==> src/rtl/led_scan_decoder.sv <==
// led_scan_decoder: registered SEL_W-to-2**SEL_W decoder driving an
// active-low LED bank. It shows the switch value directly or runs one of
// three prescaled auto-scan modes (up, down, bounce) that sweep a single
// lit LED.
// Optional build macro LED_SCAN_TICK_EN adds a one-cycle 'tick' output.
// The tick is high in the cycle that follows each scan step.
module led_scan_decoder #(
    parameter int SEL_W = 3,
    parameter int EN_W  = 3,
    parameter logic [EN_W-1:0] EN_MATCH = 3'b100,
    parameter int DIV_W = 16
) (
    input  logic                  clk,
    input  logic                  rst,
    input  logic [EN_W-1:0]       enable,
    input  logic [1:0]            mode,
    input  logic [SEL_W-1:0]      switch,
    input  logic [DIV_W-1:0]      div,
    output logic [(2**SEL_W)-1:0] led,
    output logic [SEL_W-1:0]      idx
`ifdef LED_SCAN_TICK_EN
    ,
    output logic                  tick
`endif
);

    localparam int OUT_W = 2**SEL_W;

    localparam logic [1:0] MODE_DIRECT = 2'b00;
    localparam logic [1:0] MODE_UP     = 2'b01;
    localparam logic [1:0] MODE_DOWN   = 2'b10;
    localparam logic [1:0] MODE_BOUNCE = 2'b11;

    localparam logic DIR_UP   = 1'b0;
    localparam logic DIR_DOWN = 1'b1;

    localparam logic [SEL_W-1:0] IDX_MAX = {SEL_W{1'b1}};

    logic [OUT_W-1:0] r_led;
    logic [SEL_W-1:0] r_idx;
    logic [DIV_W-1:0] r_cnt;
    logic             r_dir;
    logic [1:0]       r_mode_q;

    logic             w_en;
    logic             w_mode_chg;
    logic             w_step;
    logic [SEL_W-1:0] w_idx_next;
    logic [DIV_W-1:0] w_cnt_next;
    logic             w_dir_next;
    logic [OUT_W-1:0] w_led_next;

    assign w_en       = (enable == EN_MATCH);
    assign w_mode_chg = (mode != r_mode_q);

    // A scan step happens when the prescaler reaches div in a stable, enabled scan mode.
    always_comb begin
        w_step = 1'b0;
        if (mode != MODE_DIRECT && !w_mode_chg && w_en && r_cnt == div) begin
            w_step = 1'b1;
        end
    end

    // Next index/prescaler/direction. A mode change beats a step and reseeds from switch.
    always_comb begin
        w_idx_next = r_idx;
        w_cnt_next = r_cnt;
        w_dir_next = r_dir;
        if (w_mode_chg) begin
            w_idx_next = switch;
            w_cnt_next = '0;
            w_dir_next = DIR_UP;
        end else if (mode == MODE_DIRECT) begin
            w_idx_next = switch;
            w_cnt_next = '0;
        end else if (w_en) begin
            if (w_step) begin
                w_cnt_next = '0;
                case (mode)
                    MODE_UP:   w_idx_next = r_idx + SEL_W'(1);
                    MODE_DOWN: w_idx_next = r_idx - SEL_W'(1);
                    MODE_BOUNCE: begin
                        if (r_dir == DIR_UP) begin
                            if (r_idx == IDX_MAX) begin
                                w_idx_next = IDX_MAX - SEL_W'(1);
                                w_dir_next = DIR_DOWN;
                            end else begin
                                w_idx_next = r_idx + SEL_W'(1);
                            end
                        end else begin
                            if (r_idx == '0) begin
                                w_idx_next = SEL_W'(1);
                                w_dir_next = DIR_UP;
                            end else begin
                                w_idx_next = r_idx - SEL_W'(1);
                            end
                        end
                    end
                    default: w_idx_next = r_idx;
                endcase
            end else begin
                w_cnt_next = r_cnt + DIV_W'(1);
            end
        end
    end

    // LED drive follows the index being registered this edge so led and idx stay coherent.
    always_comb begin
        w_led_next = '1;
        if (w_en) begin
            w_led_next = ~(OUT_W'(1) << w_idx_next);
        end
    end

    // State registers with synchronous reset.
    always_ff @(posedge clk) begin
        if (rst) begin
            r_led    <= '1;
            r_idx    <= '0;
            r_cnt    <= '0;
            r_dir    <= DIR_UP;
            r_mode_q <= MODE_DIRECT;
        end else begin
            r_led    <= w_led_next;
            r_idx    <= w_idx_next;
            r_cnt    <= w_cnt_next;
            r_dir    <= w_dir_next;
            r_mode_q <= mode;
        end
    end

    assign led = r_led;
    assign idx = r_idx;

`ifdef LED_SCAN_TICK_EN
    logic r_tick;

    // Tick marks the cycle in which a freshly stepped idx/led is visible.
    always_ff @(posedge clk) begin
        if (rst) begin
            r_tick <= 1'b0;
        end else begin
            r_tick <= w_step;
        end
    end

    assign tick = r_tick;
`endif

endmodule

==> config.mk <==
export PLATFORM = sky130hd
export DESIGN_NAME = led_scan_decoder
export DESIGN_NICKNAME = d
export VERILOG_FILES = /design/src/rtl/led_scan_decoder.sv
export SDC_FILE = /design/constraint.sdc
export NUM_CORES = 1
export LEC_CHECK = 0
export CAP_MARGIN = 0
export CORE_ASPECT_RATIO = 1.75
export CORE_MARGIN = 1.5
export CORE_UTILIZATION = 45
export DETAILED_ROUTE_END_ITERATION = 10
export PLACE_DENSITY = 0.84
export SETUP_SLACK_MARGIN = 0.05
export SLEW_MARGIN = 20
export SYNTH_ARGS = -nofsm -noshare
export SYNTH_HDL_FRONTEND = slang
export SYNTH_SLANG_ARGS = --single-unit
==> constraint.sdc <==
create_clock -name clk -period 8.62 [get_ports clk]
set_input_delay 2.586 -clock clk [delete_from_list [all_inputs] [get_ports clk]]
set_output_delay 2.586 -clock clk [all_outputs]
set_load 0.05 [all_outputs]
Figure 1. Clock wiring as the flow saved it (run 1).
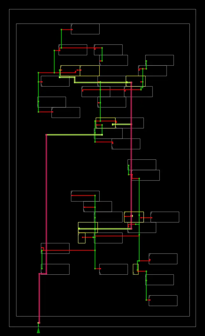
Clk Latency, worst-skew pair: 280 ps
seq_cells: 30
Power Clock: 0.113 mW
CLK BUF: 7

Figure 2. Sequential cells colored by netlist name (run 1).
Scale: 6 px per um. Other sequential cells in the stronger gray, the rest of the logic in the fainter gray.
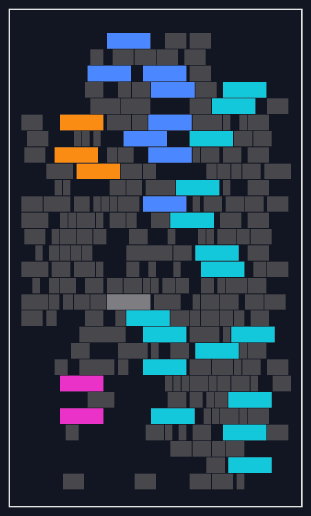
legend:
  `r_cnt`:
    color: cyan
    placed_flops: 16
  `idx`:
    color: orange
    placed_flops: 3
  `r_mode_q`:
    color: magenta
    placed_flops: 2
  `led`:
    color: blue
    placed_flops: 8
    where: north
not colored: 1

Figure 3. Signal metal coverage by tile (run 1).
Scale: 6 px per um. 10 x 17 tiles, from black (low) to pale yellow (high), scaled to the fullest tile. Values are wire area over tile area, all layers added.
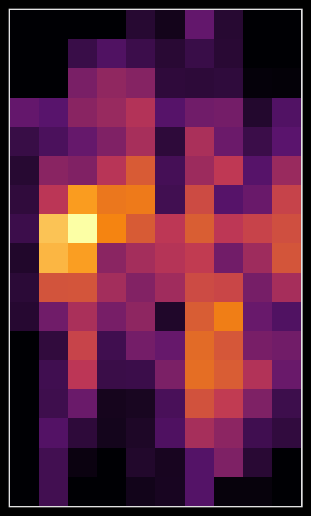
nearly empty tiles: 16%
fullest tile: 0.51
tiles over half the peak: 18%
mean over tiles: 0.14
emptiest ninth of the die: south-west

Figure 4. Signal wires on met3 (run 1).
Scale: 8 px per um.
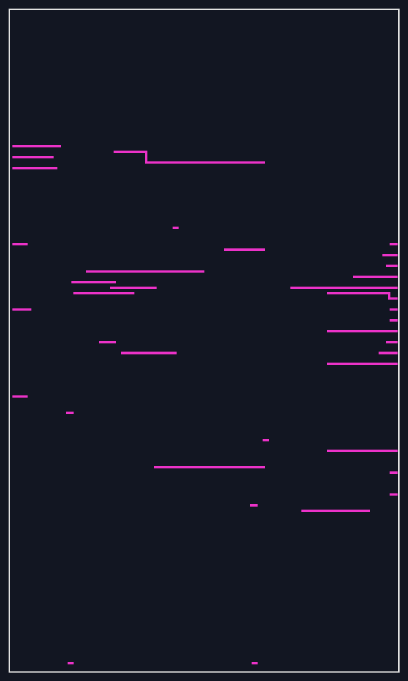
longest straight run: 14.7 um
nets with wire on the layer: 30

==> run_results.csv, run 1 <==
group,metric,value,unit
routing,dr.pass1.iters,4,
min_path,min-delay-start,"r_cnt[15]",
grt,grt_pass1_wl,6.01,mm
layout,layout_top_cells,"clkdlybuf4s50_1 (36), dfxtp_1 (30), nor2_1 (24)",
final_timing,period_used_share,0.591,
setup_path,r2r-end,"led[6]",
final_timing,worst_slew_pin_slew,797,ps
floorplan,fp-utilization,0.475,
clocking,cts-htree-levels,2,
final_timing,post-route-min-period,5100,ps
grt,grt_pass1_vias,1376,
status,status,"complete, no violations",
power_and_ir_drop,combPwrFrac,0.147,
floorplan,ios,37,
layout,sh_seq_area,0.284,
yosys,synth-simple-area-share,0.262,
yosys,synth.top_cells.by_count,"dfxtp_1 (30), nor2_1 (24), xnor2_1 (19), nand2_1 (15), xor2_1 (13)",
layout,lay_top_count,"clkdlybuf4s50_1",
power_and_ir_drop,leakage,0.742,nW
power_and_ir_drop,p_clk_frac,0.377,
yosys,ys.flop_type,"dfxtp_1",
yosys,fp_nets,212,
place,place_ws,3250,ps
setup_path,max_stage_delay,650,ps
power_and_ir_drop,p_comb,0.0440,mW
yosys,yosysWarnings,0,
final_timing,final-setup-viol-count,0,
grt,grt_max_degree,16,
place,numPortBuffers,36,
final_timing,fmax,0.196,GHz
yosys,postSynthSeqShare,0.368,
setup_path,cp-start-kind,"input port",
clocking,cts.repair.resized,0,
layout,fill_cells,304,
clocking,clock-sinks,30,
layout,dominant_cells,"logic gates",
yosys,async_flop_share,0,
layout,syn_to_final_growth,29.4,%
grt,overflow,0,
job,maxCapViolations,0,
power_and_ir_drop,max-vdd-ir-drop,158,uV
final_timing,finalHoldViolCount,0,
setup_path,critical_path.cell_chain,"clkdlybuf4s50_1 > and4bb_1 > a31oi_4 > nor4_4 > a211oi_1 > a211o_1 > or4_1",
layout,bufAreaShareNonClock,0.171,
layout,drive_gt1_frac,0.0594,
place,gp_congestion,0.823,
floorplan,taps,45,
final_timing,relSlewSlack,0.465,
min_path,holdPathEnd,"r_cnt[15]",
clocking,cts-buffers-inserted,5,
power_and_ir_drop,seq_power,0.143,mW
setup_path,crit_type,"input port to flip-flop",
layout,stdcell_count,264,
min_path,hp-class,"flip-flop to flip-flop",
layout,sh_comb_area,0.466,
layout,final_core_util,0.615,
layout,num-multi-input-gates,140,
setup_path,worstReg2RegStart,"r_mode_q[1]",
power_and_ir_drop,p_sw,0.0730,mW
job,warning_count,29,
yosys,mux_share,0,
run 1: metrics by stage:
step	hold slack, ps	total power [mW]
after floorplan	500	0.171
after global placement	517	0.190
after detailed placement	539	0.190
after CTS	555	0.303
after global routing	589	0.315
final	543	0.300
run 1: worst max path at each step:
stage	end	cells past startpoint	slack, ps
6_report	led[6]	7	3520
5_1_grt	led[1]	7	3330
3_3_place_gp	led[6]	7	3320
3_5_place_dp	led[6]	7	3250
2_1_floorplan	led[6]	7	4080
4_1_cts	led[6]	7	3520
run 1: sequential cells by signal, indices dropped and copies added (netlist names):
name,flops
led,8
idx,3
r_cnt,16
r_mode_q,2
r_dir,1
run 1: metal layers:
metal	wire length (um)	GRT usage	up-vias
met1	1330	0.197	652
met4	140	0.146	0
met2	1920	0.368	43
met5	0	0	-
li1	-	-	701
met3	173	0.0522	12
## Run 2: what changed since run 1
--- a/config.mk
+++ b/config.mk
@@ -10,7 +10,7 @@
 export CORE_MARGIN = 1.5
 export CORE_UTILIZATION = 45
 export DETAILED_ROUTE_END_ITERATION = 10
-export PLACE_DENSITY = 0.84
+export PLACE_DENSITY = 0.87
 export SETUP_SLACK_MARGIN = 0.05
 export SLEW_MARGIN = 20
 export SYNTH_ARGS = -nofsm -noshare
==> constraint.sdc (replaced) <==
create_clock -name clk -period 4.5 [get_ports clk]
set_input_delay 1.35 -clock clk [delete_from_list [all_inputs] [get_ports clk]]
set_output_delay 1.35 -clock clk [all_outputs]
set_load 0.05 [all_outputs]
Figure 5. Sequential cells colored by netlist name (run 2).
Scale: 6 px per um. Other sequential cells in the stronger gray, the rest of the logic in the fainter gray.
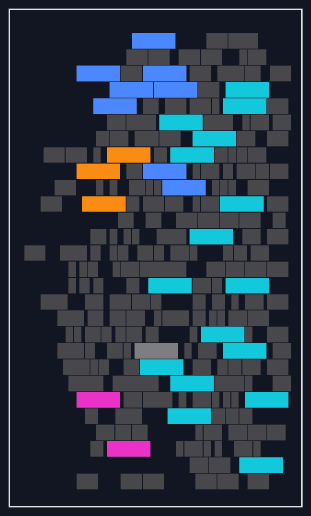
legend:
  `idx`:
    color: orange
    placed_flops: 3
  `r_mode_q`:
    color: magenta
    placed_flops: 2
  `r_cnt`:
    color: cyan
    placed_flops: 16
  `led`:
    color: blue
    placed_flops: 8
    where: north
not colored: 1
Flop area: 601 um2
Final Core Density: 0.623
P_seq: 0.274 mW

Figure 6. Signal wires on met3 (run 2).
Scale: 8 px per um.
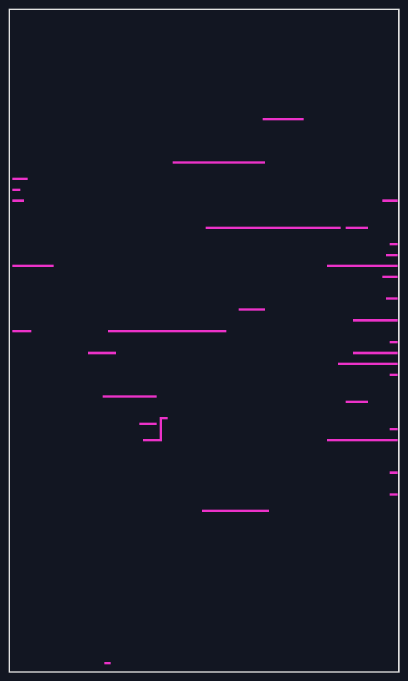
main direction: horizontal
longest straight run: 16.6 um
met3 Use GR: 0.0378
vias after detailed routing: 1415
Post-Route WL: 3.72 mm

Figure 7. Drive-strength map (run 2).
Scale: 8 px per um.
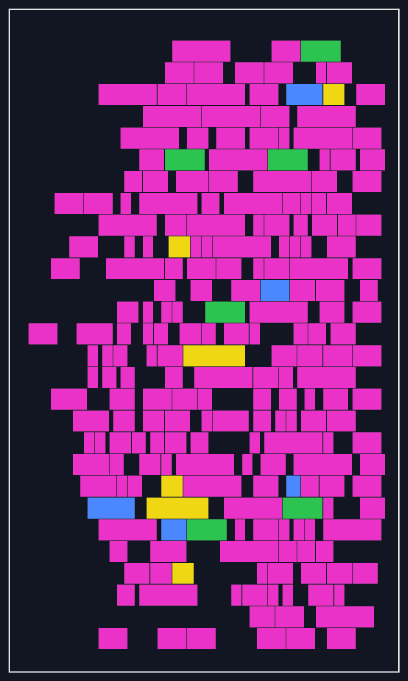
legend:
  _2 cells:
    color: blue
    cells: 5
  _0 and _1 cells:
    color: magenta
    cells: 205
    most_used: clkdlybuf4s50_1
  _3 and _4 cells:
    color: yellow
    cells: 6
    most_used: buf_4
  _6 and larger:
    color: green
    cells: 6
    most_used: clkbuf_8

==> run 2 against run 1 <==
  * Combinational power increased by 98%
  * Synthesized area unchanged
  * Utilization increased by 0.77 points
  * Worst setup slack got worse by 2700 ps
  * Via count increased by 0.50%
  * Cell count increased by 1.1%
  * Sequential power increased by 92%
  * Count of clock-buffer cells in the layout decreased by 1
  * Hold slack got worse by 5.3 ps
  * Sequential share of layout area decreased by 0.35 points
  * Largest cell class unchanged
==> run_results.csv, run 2 <==
group,metric,value,unit
yosys,synth_area_leader_cell,"dfxtp_1",
power_and_ir_drop,p_per_area,276,nW/um2
setup_path,crit_required,4660,ps
routing,drc,0,
grt,gr-usage-met1,0.202,
clocking,cts-htree-levels,2,
layout,drive_gt1_frac,0.0766,
layout,syn_to_final_growth,31.1,%
routing,wl_met3,134,um
floorplan,placementRows,28,
yosys,async_flop_share,0,
setup_path,cp-endpoint,"led[7]",
setup_path,cp-start-kind,"input port",
layout,layout_top_cells,"clkdlybuf4s50_1 (36), dfxtp_1 (30), nor2_1 (24)",
layout,bufAreaShareNonClock,0.179,
setup_path,cp-end-kind,"flip-flop",
final_timing,relSlewSlack,0.645,
yosys,postSynthSeqShare,0.368,
yosys,synth.top_cells.by_count,"dfxtp_1 (30), nor2_1 (24), xnor2_1 (19), nand2_1 (15), xor2_1 (13)",
job,warning_count,29,
final_timing,finalMaxSlewViolations,0,
layout,lay_top_count,"clkdlybuf4s50_1",
layout,inverters,5,
grt,grt_pass1_vias,1372,
floorplan,dieHeight,82.7,um
final_timing,rsz0062_at_grt,"false",
final_timing,clock_skew,3.61,ps
grt,overflow,0,
yosys,area_leaders,"dfxtp_1 (37%), xnor2_1 (10%), xor2_1 (7.0%)",
yosys,synth_flops,30,
layout,stdcell_count,267,
setup_path,rrSetupSlack,2140,ps
final_timing,period_used_share,0.827,
layout,num-multi-input-gates,140,
grt,use_met2,0.396,
yosys,syn_area_per_cell,9.06,um2
routing,viasPerCell,5.30,
yosys,yosys-stat-cells,180,
clocking,clock-sinks,30,
setup_path,critPathLaunch,"mode[0]",
routing,met2_length,2.00,mm
layout,clk_share,0.0445,
clocking,post_cts_buffers,0,
setup_path,crit_type,"input port to flip-flop",
min_path,min-delay-start,"r_cnt[15]",
floorplan,core_area,3430,um2
grt,antenna_found_initial,0,
layout,sh_seq_area,0.281,
yosys,yosysUniqueCellTypes,43,
floorplan,die_width,48.5,um
routing,wl_met1,1.47,mm
power_and_ir_drop,max-vdd-ir-drop,178,uV
final_timing,setup_slack,780,ps
floorplan,ios,37,
yosys,syn_area,1630,um2
min_path,whs_path_depth,2,
layout,largest_reg_flops,16,
layout,clockBufferCount,6,
setup_path,critPathSlowestCell,"clkdlybuf4s50_1",
layout,flops,30,
floorplan,taps,45,
job,maxCapViolations,0,
min_path,holdPathEnd,"r_cnt[15]",
layout,regMostFlops,"r_cnt",
setup_path,r2r-end,"led[7]",
final_timing,finalHoldViolCount,0,
floorplan,die_area,4010,um2
yosys,yosysWarnings,0,
routing,highest_layer,"met4",
grt,grt_use_total,0.205,
layout,comb_area,985,um2
yosys,top_area_frac,0.368,
final_timing,worst_slew_pin_slew,532,ps
min_path,hp-class,"flip-flop to flip-flop",
place,placed_cell_area,2040,um2
layout,finalInstanceArea,2140,um2
final_timing,final-setup-viol-count,0,
setup_path,ff2ff_path_depth,6,
setup_path,max_stage_delay,590,ps
clocking,clk_latency,280,ps
place,numPortBuffers,36,
routing,dr.pass1.iters,4,
routing,ant_nets,0,
floorplan,fp-utilization,0.475,
setup_path,crit_arrival,3880,ps
yosys,most_common_cell,"dfxtp_1",
clocking,cts-root-buf,"clkbuf_8",
final_timing,whs,538,ps
clocking,clock_path_buffers,2,
place,dpl.cell_count,259,
layout,nNetsFinal,253,
power_and_ir_drop,leakage,0.755,nW
layout,antennaDiodeCount,0,
final_timing,fmax,0.269,GHz
yosys,ys.flop_type,"dfxtp_1",
place,hpwl,2.75,mm
grt,top_usage_layer,"met2",
clocking,cts_tree,"done",
clocking,cts.repair.resized,0,
setup_path,critical_path.cell_chain,"clkdlybuf4s50_1 > xnor2_2 > a31oi_4 > nor4_4 > a211oi_1 > a211o_1 > or4_1",
routing,wl_per_cell,13.9,um
yosys,yosysChipArea,1630,um2
layout,dominant_cells,"logic gates",
clocking,ctsHoldBuffers,0,
grt,grt_pass1_wl,6.16,mm
routing,first_iter_violations,37,
final_timing,tns,0,ps
setup_path,cp_max_fo,10,
layout,fill_cells,313,
clocking,clk_pin_slew,70,ps
clocking,cts-buffers-inserted,5,
power_and_ir_drop,totalPowerFinal,0.589,mW
yosys,synth-edff-count,0,
yosys,fp_nets,212,
layout,n_all_buffers,39,
final_timing,post-route-min-period,3720,ps
place,place_ws,493,ps
place,gp_congestion,0.911,
status,status,"complete, no violations",
layout,sh_comb_area,0.461,
setup_path,worstReg2RegStart,"r_mode_q[1]",
grt,grt_max_degree,16,
yosys,synthCells,180,
-- run 2: cell counts after synthesis --
No cell type changed its count.
-- run 2: power by group --
group	internal, mW	switching [mW]
clock network	0.123	0.105
logic	0.0447	0.0424
registers	0.269	0.00492
total	0.436	0.153
-- run 2: logic make-up (layout without fill, tap and decap cells) --
family | after synthesis | after routing | synth area share
adder cells (fa/ha/maj) | 6 | 6 | 0.0460
AND/OR/NAND/NOR | 77 | 77 | 0.262
XOR/XNOR | 33 | 33 | 0.182
flip-flops | 30 | 30 | 0.368
AND-OR/OR-AND | 24 | 24 | 0.114
buffers and inverters | 10 | 52 | 0.0284
-- run 2: critical path: cells and delay by family --
family | cells | cell delay [ps]
AND/OR/NAND/NOR | 2 | 970
XOR/XNOR | 1 | 330
AND-OR/OR-AND | 3 | 630
buffers and inverters | 1 | 590
Power and IR drop assume default switching activity.
